[src/rtl/stage3_pool_ctrl_pkg.sv]
// Shared stage-3 pooling definitions: window size, default pooling latency and
// the frame sequencer state encodings.
package stage3_pool_ctrl_pkg;

  // 2x2 window, stride 2
  localparam int unsigned POOL_K = 2;

  // Cycles from window-valid to pooled-result-valid in the stage-3 datapath
  localparam int unsigned S3_POOL_LAT = 2;

  // Frame sequencer states
  localparam logic [1:0] StIdle  = 2'd0;
  localparam logic [1:0] StRun   = 2'd1;
  localparam logic [1:0] StDrain = 2'd2;
  localparam logic [1:0] StDone  = 2'd3;

endpackage

[src/rtl/stage3_valid_delay.sv]
// Fixed-depth shift register carrying the window-valid strobe alongside the
// pooling datapath. It shifts every cycle regardless of the frame state.
module stage3_valid_delay #(
  parameter int unsigned Depth = 2
) (
  input  logic clk,
  input  logic reset_n,
  input  logic i_valid,
  output logic o_valid
);

  logic [Depth-1:0] sr_q, sr_d;

  // Next state: shift the strobe one stage deeper
  always_comb begin
    sr_d    = sr_q;
    sr_d[0] = i_valid;
    for (int unsigned i = 1; i < Depth; i++) begin
      sr_d[i] = sr_q[i-1];
    end
  end

  // Shift register with synchronous active-low reset
  always_ff @(posedge clk) begin
    if (!reset_n) begin
      sr_q <= '0;
    end else begin
      sr_q <= sr_d;
    end
  end

  assign o_valid = sr_q[Depth-1];

endmodule

[src/rtl/stage3_pool_ctrl.sv]
// Frame-level sequencer for the stage-3 2x2/stride-2 max-pooling datapath.
// Tracks pixel position, flags complete windows, aligns the flag with the
// pooled result, tags outputs with a linear index and brackets the frame.
module stage3_pool_ctrl
  import stage3_pool_ctrl_pkg::*;
#(
  parameter int unsigned IN_W     = 8,
  parameter int unsigned IN_H     = 8,
  parameter int unsigned POOL_LAT = S3_POOL_LAT,
  parameter int unsigned IDX_BW   = 8
) (
  input  logic              clk,
  input  logic              reset_n,
  input  logic              i_start,
  input  logic              i_in_valid,
  output logic              o_busy,
  output logic              o_lb_wr_en,
  output logic              o_win_valid,
  output logic              o_pool_valid,
  output logic [IDX_BW-1:0] o_out_idx,
  output logic              o_frame_done,
  output logic              o_err
);

  localparam int unsigned CW = $clog2(IN_W);
  localparam int unsigned RW = $clog2(IN_H);
  localparam int unsigned DW = $clog2(POOL_LAT + 2);

  // Odd trailing row/column never completes a window (floor)
  localparam logic [CW-1:0] ColLast   = CW'(IN_W - 1);
  localparam logic [RW-1:0] RowLast   = RW'(IN_H - 1);
  localparam logic [CW-1:0] ColWinMax = CW'(POOL_K * (IN_W / POOL_K) - 1);
  localparam logic [RW-1:0] RowWinMax = RW'(POOL_K * (IN_H / POOL_K) - 1);
  localparam logic [DW-1:0] DrainLast = DW'(POOL_LAT);

  logic [1:0]        state_q, state_d;
  logic [RW-1:0]     row_q, row_d;
  logic [CW-1:0]     col_q, col_d;
  logic [DW-1:0]     drain_q, drain_d;
  logic [IDX_BW-1:0] idx_q, idx_d;
  logic              err_q, err_d;
  logic              win_valid_q;
  logic              pool_valid;

  logic accept, start_ok, last_pix, win;

  assign accept   = i_in_valid && (state_q == StRun);
  assign start_ok = i_start && (state_q == StIdle);
  assign last_pix = accept && (row_q == RowLast) && (col_q == ColLast);
  assign win      = accept && row_q[0] && col_q[0] &&
                    (row_q <= RowWinMax) && (col_q <= ColWinMax);

  // Frame FSM and pixel position counters
  always_comb begin
    state_d = state_q;
    row_d   = row_q;
    col_d   = col_q;
    drain_d = drain_q;
    case (state_q)
      StIdle: begin
        if (start_ok) begin
          state_d = StRun;
          row_d   = '0;
          col_d   = '0;
        end
      end
      StRun: begin
        if (accept) begin
          if (col_q == ColLast) begin
            col_d = '0;
            row_d = last_pix ? '0 : row_q + 1'b1;
          end else begin
            col_d = col_q + 1'b1;
          end
          if (last_pix) begin
            state_d = StDrain;
            drain_d = '0;
          end
        end
      end
      StDrain: begin
        // Hold off DONE until the last window has left the valid pipeline
        if (drain_q == DrainLast) begin
          state_d = StDone;
        end else begin
          drain_d = drain_q + 1'b1;
        end
      end
      StDone:  state_d = StIdle;
      default: state_d = StIdle;
    endcase
  end

  // Sticky protocol error and output index
  always_comb begin
    err_d = err_q;
    if (start_ok) begin
      err_d = 1'b0;
    end
    if ((i_start && !start_ok) || (i_in_valid && !accept)) begin
      err_d = 1'b1;
    end
    idx_d = idx_q;
    if (start_ok) begin
      idx_d = '0;
    end else if (pool_valid) begin
      idx_d = idx_q + 1'b1;
    end
  end

  // State registers with synchronous active-low reset
  always_ff @(posedge clk) begin
    if (!reset_n) begin
      state_q     <= StIdle;
      row_q       <= '0;
      col_q       <= '0;
      drain_q     <= '0;
      idx_q       <= '0;
      err_q       <= 1'b0;
      win_valid_q <= 1'b0;
    end else begin
      state_q     <= state_d;
      row_q       <= row_d;
      col_q       <= col_d;
      drain_q     <= drain_d;
      idx_q       <= idx_d;
      err_q       <= err_d;
      win_valid_q <= win;
    end
  end

  stage3_valid_delay #(
    .Depth(POOL_LAT)
  ) u_valid_delay (
    .clk    (clk),
    .reset_n(reset_n),
    .i_valid(win_valid_q),
    .o_valid(pool_valid)
  );

  assign o_busy       = (state_q == StRun) || (state_q == StDrain);
  assign o_lb_wr_en   = accept;
  assign o_win_valid  = win_valid_q;
  assign o_pool_valid = pool_valid;
  assign o_out_idx    = idx_q;
  assign o_frame_done = (state_q == StDone);
  assign o_err        = err_q;

endmodule

[config.mk]
export PLATFORM = sky130hd
export DESIGN_NAME = stage3_pool_ctrl
export DESIGN_NICKNAME = d
export VERILOG_FILES = /design/src/rtl/stage3_pool_ctrl_pkg.sv /design/src/rtl/stage3_valid_delay.sv /design/src/rtl/stage3_pool_ctrl.sv
export SDC_FILE = /design/constraint.sdc
export NUM_CORES = 1
export LEC_CHECK = 0
export CORE_AREA = 2 2 54 56
export CTS_CLUSTER_DIAMETER = 100
export CTS_CLUSTER_SIZE = 30
export DETAILED_ROUTE_END_ITERATION = 6
export DIE_AREA = 0 0 56 58
export GPL_TIMING_DRIVEN = 0
export PLACE_DENSITY_LB_ADDON = 0.3
export SLEW_MARGIN = 10
export SYNTH_ARGS = -nofsm -noshare
export SYNTH_HDL_FRONTEND = slang
export SYNTH_SLANG_ARGS = --single-unit
[constraint.sdc]
create_clock -name clk -period 2.5 [get_ports clk]
set_input_delay 0.375 -clock clk [delete_from_list [all_inputs] [get_ports clk]]
set_output_delay 0.375 -clock clk [all_outputs]
set_load 0.02 [all_outputs]
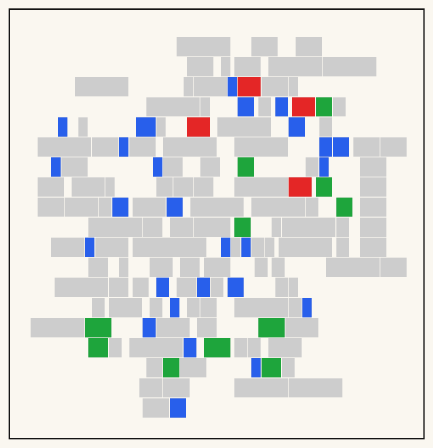
*Logic cells by family, run 1*
| family | colour | cells |
|---|---|---|
| nand cells | blue | 26 |
| and/or cells | green | 11 |
| xor and xnor cells | red | 4 |

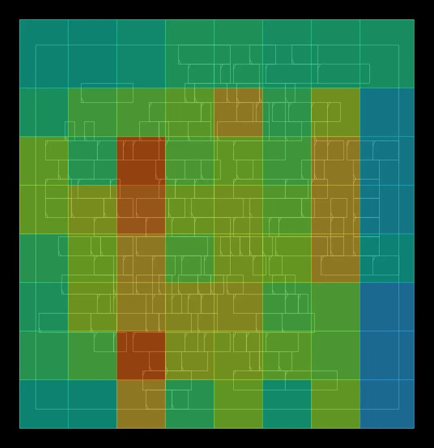
*Routing congestion, run 1*
total routing resource utilization after global routing: 14.6%
fraction of the core area covered by cells at the end of the flow: 52.1%
met3 Use GR: 2.01%
most heavily used metal layer in global routing: met2

==> results.txt, run 1 <==
Figures from the flow reports.

Power and ir drop:
- Per the summary, power density relative to cell area is about 750 nW/µm².
- The run puts the logic gate share of total power at approximately 40%.
- The run puts the clock network fraction of total power at between 10% and 20%.
- The run puts the static power due to leakage at roughly 0.51 nW.

Clock network:
- The run gives the quantity of gates resized following cts as 0.
- The run gives the number of sinks on the clock net as 22.
- The report puts the hold buffer count at CTS at 0.
- The run gives the clock insertion delay at the later pin of the skew report as ~300 ps.
- Per the CTS log, the maximum H-tree level is 1.

Synthesis:
- The run puts the per-instance average area after synthesis at about 9 µm².
- The run gives the prevailing logic family in the synthesized netlist as simple AND/OR/NAND/NOR gates.
- Yosys stat counts 126 cells in the synthesized netlist.
- The run puts the number of different library cells in the post-synthesis netlist at 33.
- After synthesis, the most frequently instantiated cells are sky130_fd_sc_hd__dfxtp_1 (22), sky130_fd_sc_hd__nand2_1 (12), sky130_fd_sc_hd__ha_1 (10), sky130_fd_sc_hd__o21ai_0 (10), sky130_fd_sc_hd__a21oi_1 (9).
- The run gives the library cell with the largest summed area after synthesis as sky130_fd_sc_hd__dfxtp_1.
- After synthesis, the share of cell area in mux cells is about 4.4%.
- The run puts the area share of fa/ha/maj cells after synthesis at a little over a tenth.
- Among all flip-flop cells after synthesis, the most frequent one is sky130_fd_sc_hd__dfxtp_1.
- The run puts the yosys synthesis warning count at 0.
- The synthesized netlist devotes around 23% of its cell area to simple gates.
- The run puts the portion of synthesized cell area occupied by the leading cell type at about two fifths.
- The run puts the fraction of the yosys area taken by sequential cells at between 30% and 40%.
- Among all cell types in the netlist, the one instantiated most often is sky130_fd_sc_hd__dfxtp_1.
- The synthesized netlist handed to floorplanning was reported with a cell count of between 100 and 150.
- The run puts the fraction of registers with async set or reset after synthesis at 0%.
- By area the synthesized netlist is led by sky130_fd_sc_hd__dfxtp_1 (39%), sky130_fd_sc_hd__ha_1 (11%), sky130_fd_sc_hd__mux2i_1 (4.4%).
- The run gives the mapped cell area as approximately 1100 µm².

Layout:
- The run gives the flip-flop and latch area as around 440 µm².
- The run gives the number of flip-flops in the largest register as 8.
- Per the final layout report, the fraction of cells sized above drive strength 1 comes to between 6 and 7%.
- Per the cell usage report, the commonest logic cell in the layout is sky130_fd_sc_hd__dfxtp_1.
- The layout has 4 clock buffers.
- The run gives the count of flip-flops and latches as 22.
- The net count of the finished layout is approximately 160.
- The run gives the non-clock buffer count in the final layout as 20.

Final timing:
- The run puts the share of the clock period used by the worst path after layout at around 96%.
- In this build the clock could be raised as far as roughly 420 MHz.
- For the finished layout, the period the worst path requires is 2390 ps.
- The run puts the smallest setup slack after layout at approximately 110 ps.
- The run puts the number of max-slew violations in the final report at 0.
- The run gives the total setup violations reported at the end of the flow as 0.
- The run gives the post-route setup TNS as 0 ps.
- The run puts the worst-margin pin slew at between 600 and 700 ps.

Status:
- The flow ran to the end, and the final reports show no timing, DRC or antenna violations.

Critical path:
- Following the worst setup path forward leads to its endpoint at o_lb_wr_en.
- The run puts the buffers plus inverters on the worst setup path at 3.
- The run gives the beginning of the critical path as state_q[1].
- The run gives the startpoint type of the worst setup path as a flip-flop.
- The run gives the maximum cell stage delay along the critical path as 620 ps.
- Logic depth along the worst register-to-register path is recorded as 5.
- In this design, the largest share of critical-path delay is due to buffers and inverters.

Placement:
- The run puts the area of placed instances at ~1300 µm².
- The run gives the setup slack after placement as roughly 350 ps.

Drt:
- The routed layout reports a DRC error count of 0.
- In the per-layer summary, the met1 wirelength comes to approximately 1100 µm.
- The routed layout has between 900 and 1,000 vias.
- The run gives the routed wire length as approximately 2200 µm.
- The run puts the number of antenna-violating nets in the routed design at 0.

GRT:
- The run gives the number of antenna violations at the first check in global routing as 0.
- After global routing the overflow that remains totals 0.
- In the global route stage, met2 resource usage came out at approximately a quarter.
- The run puts the largest net degree at the start of global routing at 13.
- The number of global-route vias before repair is 906.

Die:
- The run puts the total core area at ~2700 µm².
- The run gives the floorplan die height as just under 60 µm.

Job:
- The run puts the tally of OpenROAD warnings at 29.

Worst hold path:
- Hold analysis lists the worst path endpoint as u_valid_delay.sr_q[1].
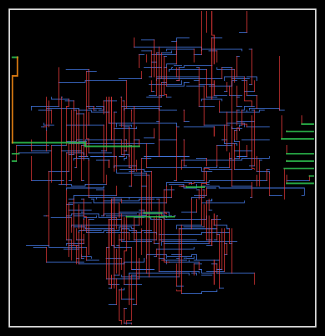
*Signal wires by layer, run 1*
| layer | colour | wire length |
|---|---|---|
| M2 | red | 1,100 µm |
| M3 | green | 75.0 µm |
| M1 | blue | 1,060 µm |
| M4 | orange | 16.6 µm |

### Cell area per tile, run 1

The die is cut into 11 by 12 equal tiles; white is low, dark blue is high, 0 to 100% covered.
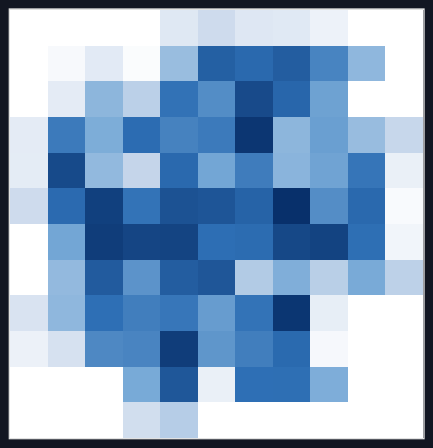

--- run 2 (diff from run 1) ---
--- a/config.mk
+++ b/config.mk
@@ -6,6 +6,7 @@
 export NUM_CORES = 1
 export LEC_CHECK = 0
 export CORE_AREA = 2 2 54 56
+export CTS_BUF_LIST = sky130_fd_sc_hd__clkbuf_8
 export CTS_CLUSTER_DIAMETER = 100
 export CTS_CLUSTER_SIZE = 30
 export DETAILED_ROUTE_END_ITERATION = 6
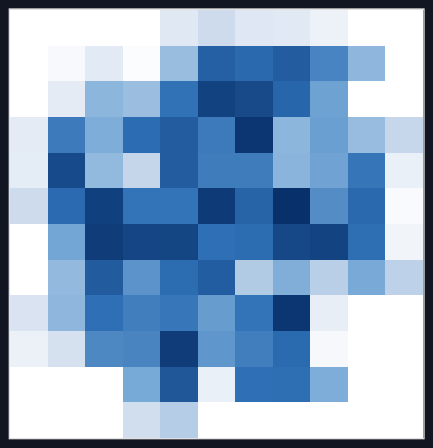
*Cell area per tile, run 2*
The die is cut into 11 by 12 equal tiles; white is low, dark blue is high, 0 to 100% covered.
mean over tiles: 42%
fullest tile: 100%
emptiest ninth of the die: south-east
densest ninth of the die: centre

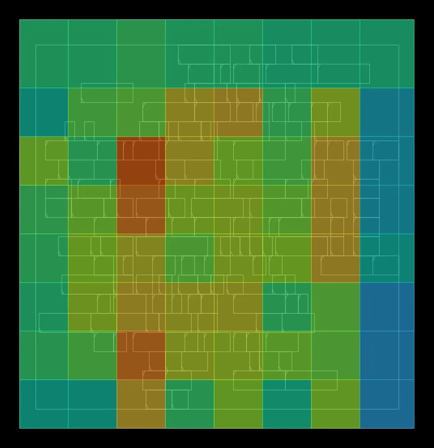
*Routing congestion, run 2*
average wire length per cell after detail routing: 12.8 µm
met1 usage in global routing: 18.9%

==> results.txt, run 2 <==
Figures from the flow reports.

Critical path:
- The run gives the number of stages on the worst setup path as 5 (unchanged).
- Ordered cell list for the critical path: inv_1, ha_1, buf_2, and2_1, clkdlybuf4s50_1 (was inv_1, ha_1, clkbuf_4, and2_1, clkdlybuf4s50_1).
- The run gives the length in cells of the worst reg-to-reg path as 5 (unchanged).
- The destination of the critical timing path was o_lb_wr_en (unchanged).
- The run gives the start-to-end type of the worst setup path as reg -> out (unchanged).
- The run gives the beginning of the critical path as state_q[1] (unchanged).
- The run puts the worst reg-to-reg setup slack at 720 ps (was 700 ps).
- The cell type group with the largest total delay on the critical path is buffers and inverters (unchanged).
- The run gives the cell with the biggest individual delay on the critical path as sky130_fd_sc_hd__clkdlybuf4s50_1 (unchanged).
- The run gives the launch instance of the worst register-to-register path as state_q[0] (was col_q[0]).
- The run gives the maximum cell stage delay along the critical path as 620 ps (about the same).
- The capture instance of the worst register-to-register path is row_q[2] (was col_q[0]).
- The run puts the data arrival at the endpoint of the critical path at 2000 ps (was 2020 ps).
- The worst path required time is 2120 ps (about the same).
- The startpoint type of the worst setup path is a flip-flop (unchanged).
- The endpoint type of the worst setup path is a primary output (unchanged).
- The run puts the buffers plus inverters on the worst setup path at 3 (unchanged).

Synthesis:
- The run gives the aoi/oai-family share of the synthesized area as 17.4% (unchanged).
- The run puts the area figure in the yosys stat output at 1140 µm² (unchanged).
- The run puts the fraction of the yosys area taken by sequential cells at 38.7% (unchanged).
- The run puts the number of cells produced by synthesis at 126 (unchanged).
- The run puts the area share of fa/ha/maj cells after synthesis at 11.0% (unchanged).
- The predominant post-synthesis flop cell is sky130_fd_sc_hd__dfxtp_1 (unchanged).
- Cell types with the largest area share after synthesis: sky130_fd_sc_hd__dfxtp_1 (39%), sky130_fd_sc_hd__ha_1 (11%), sky130_fd_sc_hd__mux2i_1 (4.4%) (unchanged).
- The post-synth tally of flip-flops with integrated enable was 0 (unchanged).
- The prevailing logic family in the synthesized netlist is simple AND/OR/NAND/NOR gates (unchanged).
- The run gives the area fraction in and, or, nand and nor cells as 22.6% (unchanged).
- The mux contribution to synthesized area was 4.40% (unchanged).
- The run gives the mapped cell area as 1140 µm² (unchanged).
- The most instantiated library cell after synthesis is sky130_fd_sc_hd__dfxtp_1 (unchanged).
- Most common library cells after synthesis: sky130_fd_sc_hd__dfxtp_1 (22), sky130_fd_sc_hd__nand2_1 (12), sky130_fd_sc_hd__ha_1 (10), sky130_fd_sc_hd__o21ai_0 (10), sky130_fd_sc_hd__a21oi_1 (9) (unchanged).
- The yosys synthesis warning count is 0 (unchanged).
- The number of different library cells in the post-synthesis netlist came to 33 (unchanged).
- The post-synthesis cell count from yosys is 126 (unchanged).
- The run gives the library cell with the largest summed area after synthesis as sky130_fd_sc_hd__dfxtp_1 (unchanged).
- The portion of synthesized cell area occupied by the leading cell type was 38.7% (unchanged).
- The fraction of registers with async set or reset after synthesis was 0% (unchanged).
- The per-instance average area after synthesis is 9.04 µm² (unchanged).
- The number of register bits inferred by synthesis came to 22 (unchanged).
- The run gives the post-synthesis net count as 140 (unchanged).

Final timing:
- The run gives the total setup violations reported at the end of the flow as 0 (unchanged).
- The run gives the worst-margin pin slew as 604 ps (was 621 ps).
- The number of endpoints with negative hold slack in the final report was 0 (unchanged).
- The post-route setup TNS was 0 ps (unchanged).
- The run puts the smallest setup slack after layout at 122 ps (was 107 ps).
- Setup repair after global routing missed its margin: no (unchanged).
- The run puts the worst relative slew slack at 59.4% (was 58.2%).
- The run gives the share of the clock period used by the worst path after layout as 95.1% (was 95.7%).
- The final period demand of the worst path came to 2380 ps (was 2390 ps).
- The run puts the worst hold slack at 443 ps (was 453 ps).
- The run gives the maximum clock frequency as 421 MHz (was 418 MHz).
- The run gives the worst-case clock skew as 3.37 ps (was 7.03 ps).
- The number of max-slew violations in the final report was 0 (unchanged).

Die:
- The total core area came to 2660 µm² (unchanged).
- The run gives the floorplan die height as 58 µm (unchanged).
- The run puts the width of the chip at 56 µm (unchanged).
- The starting density of the core was 42.8% (unchanged).
- The run gives the count of standard-cell rows as 19 (unchanged).
- The run gives the top-level port count as 18 (unchanged).
- The count of inserted tapcells is 31 (unchanged).

Layout:
- The run gives the layout overhead on the synthesized area as 23.2% (was 21.8%).
- The post-layout instance count excluding filler cells came to 178 (unchanged).
- The layout filler cell count came to 247 (was 251).
- The run gives the non-clock buffer count in the final layout as 20 (unchanged).
- The run puts the proportion of cell area spent on the clock network at 3.93% (was 2.62%).
- The run puts the multi-input combinational gate total at 96 (unchanged).
- The run gives the area taken by multi-input logic gates as 666 µm² (unchanged).
- The run puts the final layout net count at 162 (unchanged).
- The flip-flop and latch area is 440 µm² (unchanged).
- The run gives the fraction of area in registers as 31.4% (was 31.8%).
- The run gives the share of post-route cells with drive strength above 1 as 6.80% (unchanged).
- The run puts the total of clock buffers placed in the layout at 4 (unchanged).
- Most frequent logic cells in the routed design: sky130_fd_sc_hd__dfxtp_1 (22), sky130_fd_sc_hd__clkdlybuf4s50_1 (17), sky130_fd_sc_hd__nand2_1 (12) (unchanged).
- The run gives the area share of buffers outside the clock network as 13.1% (was 13.4%).
- The run gives the count of flip-flops and latches as 22 (unchanged).
- The run puts the number of diodes at 0 (unchanged).
- The most common library cell in the layout ignoring fill and taps was sky130_fd_sc_hd__dfxtp_1 (unchanged).
- The largest contributor to cell area by class is multi-input combinational cells (unchanged).
- The area of all placed cells without fillers came to 1400 µm² (was 1390 µm²).
- The number of flip-flops in the largest register is 8 (unchanged).
- The run puts the number of inverters outside the clock class in the layout at 5 (unchanged).
- The final core utilization was 52.7% (was 52.1%).

Worst hold path:
- The run gives the terminating pin of the worst hold path as u_valid_delay.sr_q[1] (unchanged).
- The path class of the lowest-slack min-delay path was reg -> reg (unchanged).
- The run gives the cell depth of the worst min-delay path as 1 (unchanged).
- The run gives the startpoint of the worst hold path as u_valid_delay.sr_q[0] (unchanged).

GRT:
- The wire length of the first global-routing pass came to 3860 µm (about the same).
- The run gives the total track usage as 14.6% (unchanged).
- The run puts the number of antenna violations at the first check in global routing at 0 (unchanged).
- The highest-utilization routing layer at the global route stage is met2 (unchanged).
- The run puts the global routing usage on met2 at 25.5% (was 25.7%).
- The run gives the fraction of met3 tracks used by global routing as 2.01% (unchanged).
- The run gives the residual overflow from global routing as 0 (unchanged).
- The run puts the number of global-route vias before repair at 915 (was 906).
- The run gives the largest net degree at the start of global routing as 13 (unchanged).

Placement:
- The run gives the area of placed instances as 1350 µm² (unchanged).
- The run gives the count of buffers from port buffering as 17 (unchanged).
- The run puts the weighted congestion at the end of routability-driven global placement at 0.817 (unchanged).
- The run puts the HPWL after detailed placement at 1770 µm (unchanged).
- The run puts the setup slack after placement at 347 ps (unchanged).
- The run puts the total instance count after detailed placement at 174 (unchanged).

Power and ir drop:
- The power group with the highest consumption was combinational cells (unchanged).
- The areal power density over the cells was 780 nW/µm² (was 748 nW/µm²).
- The run puts the maximum vdd drop at 0.600 mV (was 0.660 mV).
- The run gives the logic gate share of total power as 38.4% (was 40.8%).
- The run gives the power in sequential cells as 0.419 mW (was 0.420 mW).
- The run puts the reported clock group power at 0.255 mW (was 0.194 mW).
- The reported combinational group power is 0.420 mW (was 0.423 mW).
- The clock network fraction of total power was 23.3% (was 18.7%).
- The run gives the sequential share of power as 38.3% (was 40.5%).
- The switching power total was 0.383 mW (was 0.374 mW).
- The run gives the static power due to leakage as 0.520 nW (was 0.512 nW).
- The run gives the switching portion of total power as 35.0% (was 36.1%).

Job:
- The run puts the max-capacitance violation count at 0 (unchanged).
- The run puts the tally of OpenROAD warnings at 29 (unchanged).

Drt:
- The routed metal-1 wire length came to 1080 µm (was 1060 µm).
- The routed wire length was 2290 µm (was 2250 µm).
- The run gives the number of antenna-violating nets in the routed design as 0 (unchanged).
- The run gives the top layer used by detailed routing as met4 (unchanged).
- The number of remaining DRC errors came to 0 (unchanged).
- The run gives the number of optimization iterations in the first detailed-route pass as 4 (unchanged).
- The run puts the via-per-instance ratio at 5.55 (was 5.57).
- The wire length on met2 was 1110 µm (was 1100 µm).
- The number of vias in the routed layout came to 988 (was 992).
- The run puts the amount of wire on met3 after detailed routing at 83 µm (was 74 µm).
- The run puts the number of design-rule violations left by the first detailed-router iteration at 16 (was 20).

Clock network:
- The clock input transition at the sequential cells of the worst setup and hold paths was 80 ps (was 120 ps).
- The clock root buffer is sky130_fd_sc_hd__clkbuf_8 (was sky130_fd_sc_hd__clkbuf_4).
- The clock insertion delay at the later pin of the skew report was 260 ps (was 300 ps).
- The run puts the number of sinks on the clock net at 22 (unchanged).
- The TritonCTS clock tree was yes (unchanged).
- The number of buffers inserted to repair setup after CTS is 0 (unchanged).
- The run puts the total number of H-tree levels at 1 (unchanged).
- The run gives the number of buffers on the longest clock path as 2 (unchanged).
- The run puts the quantity of gates resized following cts at 0 (unchanged).
- The run puts the number of buffers added by the clock tree synthesis step at 3 (unchanged).
- The number of hold buffers added after cts is 0 (unchanged).

Status:
- Result of the run: finished clean (unchanged).
### Signal wires by layer, run 2

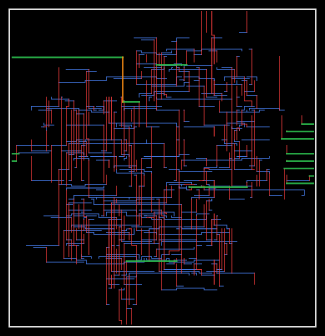

--- run 3 (diff from run 2) ---
--- a/config.mk
+++ b/config.mk
@@ -8,11 +8,13 @@
 export CORE_AREA = 2 2 54 56
 export CTS_BUF_LIST = sky130_fd_sc_hd__clkbuf_8
 export CTS_CLUSTER_DIAMETER = 100
-export CTS_CLUSTER_SIZE = 30
+export CTS_CLUSTER_SIZE = 10
 export DETAILED_ROUTE_END_ITERATION = 6
 export DIE_AREA = 0 0 56 58
 export GPL_TIMING_DRIVEN = 0
+export HOLD_SLACK_MARGIN = 0.06
 export PLACE_DENSITY_LB_ADDON = 0.3
+export SETUP_SLACK_MARGIN = 0.3
 export SLEW_MARGIN = 10
 export SYNTH_ARGS = -nofsm -noshare
 export SYNTH_HDL_FRONTEND = slang
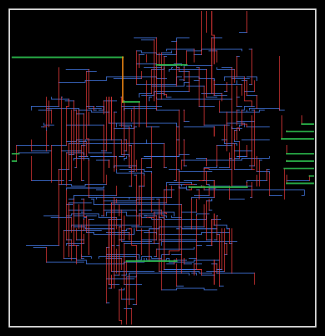
*Signal wires by layer, run 3*
| layer | colour | wire length |
|---|---|---|
| M3 | green | 83.5 µm |
| M4 | orange | 8.20 µm |
| M2 | red | 1,110 µm |
| M1 | blue | 1,080 µm |

==> results.txt, run 3 <==
Figures from the flow reports.

Final timing:
- The final period demand of the worst path came to 2100 ps (was 2380 ps).
- The run puts the maximum clock frequency at 476 MHz (was 421 MHz).
- The run puts the number of max-slew violations in the final report at 0 (unchanged).
- The run gives the share of the clock period used by the worst path after layout as 84.1% (was 95.1%).
- The run puts the worst hold slack at 443 ps (unchanged).
- The run puts the number of endpoints with negative hold slack in the final report at 0 (unchanged).
- Setup repair after global routing missed its margin: no (unchanged).
- The run puts the worst-margin pin slew at 604 ps (unchanged).
- The run puts the smallest setup slack after layout at 397 ps (was 122 ps).
- The worst-case clock skew came to 3.37 ps (unchanged).
- The run gives the post-route setup TNS as 0 ps (unchanged).
- The run gives the worst relative slew slack as 59.4% (unchanged).

Job:
- The max-capacitance violation count came to 0 (unchanged).
- The tally of OpenROAD warnings is 29 (unchanged).

Layout:
- The flip-flop and latch area is 440 µm² (unchanged).
- The share of post-route cells with drive strength above 1 was 6.80% (unchanged).
- The run puts the number of inverters outside the clock class in the layout at 5 (unchanged).
- The run gives the non-clock buffer count in the final layout as 20 (unchanged).
- The number of flip-flops in the largest register came to 8 (unchanged).
- The run gives the largest contributor to cell area by class as multi-input combinational cells (unchanged).
- The run puts the final layout net count at 162 (unchanged).
- The run puts the area taken by multi-input logic gates at 666 µm² (unchanged).
- The most common library cell in the layout ignoring fill and taps is sky130_fd_sc_hd__dfxtp_1 (unchanged).
- Most frequent logic cells in the routed design: sky130_fd_sc_hd__dfxtp_1 (22), sky130_fd_sc_hd__clkdlybuf4s50_1 (16), sky130_fd_sc_hd__nand2_1 (12) (was sky130_fd_sc_hd__dfxtp_1 (22), sky130_fd_sc_hd__clkdlybuf4s50_1 (17), sky130_fd_sc_hd__nand2_1 (12)).
- The run gives the final core utilization as 52.6% (was 52.7%).
- The run gives the number of diodes as 0 (unchanged).
- The run gives the count of flip-flops and latches as 22 (unchanged).
- The multi-input combinational area share was 47.5% (about the same).
- The run puts the post-layout instance count excluding filler cells at 178 (unchanged).
- The run puts the proportion of cell area spent on the clock network at 3.93% (about the same).
- The multi-input combinational gate total was 96 (unchanged).
- The layout overhead on the synthesized area came to 23.1% (was 23.2%).
- The run puts the area of all placed cells without fillers at 1400 µm² (about the same).
- The fraction of area in registers was 31.4% (about the same).
- The run puts the layout filler cell count at 248 (was 247).
- The run gives the area share of buffers outside the clock network as 13.0% (was 13.1%).

Critical path:
- The length in cells of the worst reg-to-reg path was 5 (unchanged).
- Ordered cell list for the critical path: inv_1, ha_1, buf_2, and2_1, dlygate4sd2_1 (was inv_1, ha_1, buf_2, and2_1, clkdlybuf4s50_1).
- The run gives the data arrival at the endpoint of the critical path as 1730 ps (was 2000 ps).
- The run puts the buffers plus inverters on the worst setup path at 3 (unchanged).
- The capture instance of the worst register-to-register path is row_q[2] (unchanged).
- The startpoint type of the worst setup path was a flip-flop (unchanged).
- The maximum cell stage delay along the critical path is 340 ps (was 620 ps).
- The start-to-end type of the worst setup path is reg -> out (unchanged).
- The run gives the largest fanout on the critical path as 10 (unchanged).
- The cell type group with the largest total delay on the critical path is buffers and inverters (unchanged).
- The run puts the worst path required time at 2120 ps (about the same).
- The worst reg-to-reg setup slack is 720 ps (about the same).
- The run gives the number of stages on the worst setup path as 5 (unchanged).
- The beginning of the critical path is state_q[1] (unchanged).
- The endpoint type of the worst setup path is a primary output (unchanged).
- The run gives the destination of the critical timing path as o_lb_wr_en (unchanged).

Clock network:
- The clock root buffer is sky130_fd_sc_hd__clkbuf_8 (unchanged).
- The TritonCTS clock tree is yes (unchanged).
- The run gives the clock input transition at the sequential cells of the worst setup and hold paths as 80 ps (about the same).
- The run puts the clock insertion delay at the later pin of the skew report at 260 ps (about the same).
- The run puts the number of hold buffers added after cts at 0 (unchanged).
- The quantity of gates resized following cts is 1 (was 0).
- The run puts the number of sinks on the clock net at 22 (unchanged).
- The run gives the total number of H-tree levels as 1 (unchanged).
- The number of buffers on the longest clock path was 2 (unchanged).

Power and ir drop:
- The areal power density over the cells is 779 nW/µm² (was 780 nW/µm²).
- The run puts the static power due to leakage at 0.525 nW (was 0.520 nW).
- The reported combinational group power was 0.417 mW (was 0.420 mW).
- The switching portion of total power is 35.1% (was 35.0%).
- The run gives the power in sequential cells as 0.419 mW (about the same).
- The power group with the highest consumption was sequential cells (was combinational cells).
- The run puts the reported clock group power at 0.255 mW (about the same).
- The run gives the clock network fraction of total power as 23.4% (was 23.3%).
- The run puts the maximum vdd drop at 0.600 mV (about the same).
- The switching power total came to 0.383 mW (about the same).
- The run puts the logic gate share of total power at 38.2% (was 38.4%).

Drt:
- The run gives the wire length on met2 as 1110 µm (unchanged).
- The run gives the routed metal-1 wire length as 1080 µm (unchanged).
- The run puts the routed wire length at 2290 µm (unchanged).
- The run puts the number of design-rule violations left by the first detailed-router iteration at 16 (unchanged).
- The run puts the number of vias in the routed layout at 988 (unchanged).
- The number of optimization iterations in the first detailed-route pass came to 4 (unchanged).
- The run puts the amount of wire on met3 after detailed routing at 83 µm (unchanged).
- The via-per-instance ratio came to 5.55 (unchanged).
- The run gives the number of remaining DRC errors as 0 (unchanged).
- The top layer used by detailed routing is met4 (unchanged).
- The run gives the number of antenna-violating nets in the routed design as 0 (unchanged).

Die:
- The run gives the width of the chip as 56 µm (unchanged).
- The run puts the top-level port count at 18 (unchanged).
- The run gives the count of standard-cell rows as 19 (unchanged).
- The run gives the chip area as 3250 µm² (unchanged).
- The run gives the starting density of the core as 42.8% (unchanged).

Placement:
- The run puts the area of placed instances at 1350 µm² (unchanged).
- The run puts the HPWL after detailed placement at 1770 µm (unchanged).
- The run gives the count of buffers from port buffering as 17 (unchanged).
- The setup slack after placement is 347 ps (unchanged).
- The weighted congestion at the end of routability-driven global placement was 0.817 (unchanged).

Synthesis:
- The run puts the fraction of the yosys area taken by sequential cells at 38.7% (unchanged).
- The library cell with the largest summed area after synthesis was sky130_fd_sc_hd__dfxtp_1 (unchanged).
- The post-synth tally of flip-flops with integrated enable is 0 (unchanged).
- The yosys synthesis warning count was 0 (unchanged).
- Cell types with the largest area share after synthesis: sky130_fd_sc_hd__dfxtp_1 (39%), sky130_fd_sc_hd__ha_1 (11%), sky130_fd_sc_hd__mux2i_1 (4.4%) (unchanged).
- The fraction of synthesized cell area in xor and xnor cells was 3.08% (unchanged).
- The run gives the mapped cell area as 1140 µm² (unchanged).
- The number of different library cells in the post-synthesis netlist is 33 (unchanged).
- The run gives the predominant post-synthesis flop cell as sky130_fd_sc_hd__dfxtp_1 (unchanged).
- The run gives the most instantiated library cell after synthesis as sky130_fd_sc_hd__dfxtp_1 (unchanged).
- The run puts the portion of synthesized cell area occupied by the leading cell type at 38.7% (unchanged).
- The per-instance average area after synthesis is 9.04 µm² (unchanged).
- The run gives the area figure in the yosys stat output as 1140 µm² (unchanged).
- The run gives the number of cells produced by synthesis as 126 (unchanged).
- Most common library cells after synthesis: sky130_fd_sc_hd__dfxtp_1 (22), sky130_fd_sc_hd__nand2_1 (12), sky130_fd_sc_hd__ha_1 (10), sky130_fd_sc_hd__o21ai_0 (10), sky130_fd_sc_hd__a21oi_1 (9) (unchanged).
- The run gives the area fraction in and, or, nand and nor cells as 22.6% (unchanged).
- The run gives the mux contribution to synthesized area as 4.40% (unchanged).
- The post-synthesis cell count from yosys is 126 (unchanged).
- The run puts the post-synthesis net count at 140 (unchanged).
- The run gives the prevailing logic family in the synthesized netlist as simple AND/OR/NAND/NOR gates (unchanged).
- The run puts the number of register bits inferred by synthesis at 22 (unchanged).
- The run puts the area share of fa/ha/maj cells after synthesis at 11.0% (unchanged).

GRT:
- The run gives the largest net degree at the start of global routing as 13 (unchanged).
- The run gives the fraction of met3 tracks used by global routing as 2.01% (unchanged).
- The run puts the global routing usage on met2 at 25.5% (unchanged).
- The run gives the wire length of the first global-routing pass as 3860 µm (unchanged).
- The run puts the residual overflow from global routing at 0 (unchanged).
- The number of antenna violations at the first check in global routing is 0 (unchanged).
- The met1 capacity usage during global routing came to 18.9% (unchanged).
- The run puts the number of global-route vias before repair at 915 (unchanged).
- The total track usage was 14.6% (unchanged).
- The highest-utilization routing layer at the global route stage was met2 (unchanged).

Worst hold path:
- The cell depth of the worst min-delay path is 1 (unchanged).
- The path class of the lowest-slack min-delay path is reg -> reg (unchanged).
- The run gives the startpoint of the worst hold path as u_valid_delay.sr_q[0] (unchanged).

Status:
- Result of the run: finished clean (unchanged).
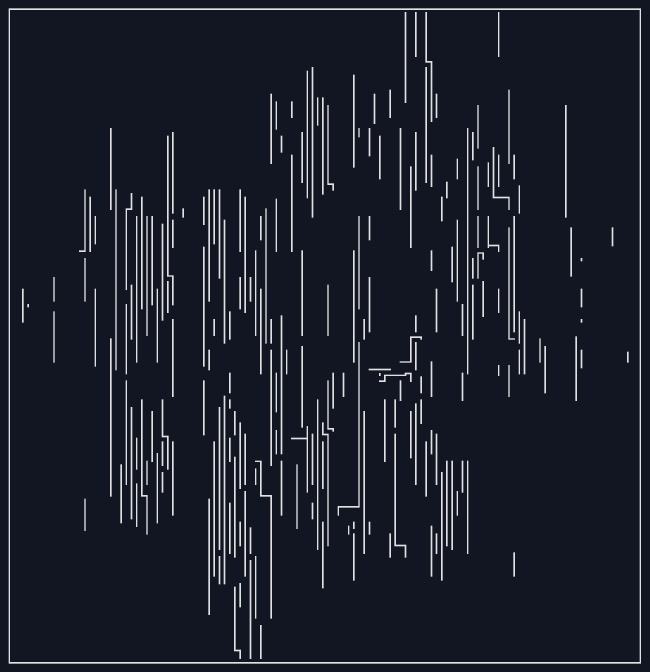
*Metal 2, run 3*
wire length on this layer: 1,110 µm
share of all routed wire: 49%
main direction: vertical
nets with wire on the layer: 145
longest straight run: 21.8 µm

No activity file was given, so power comes from the tool's default toggle rates.
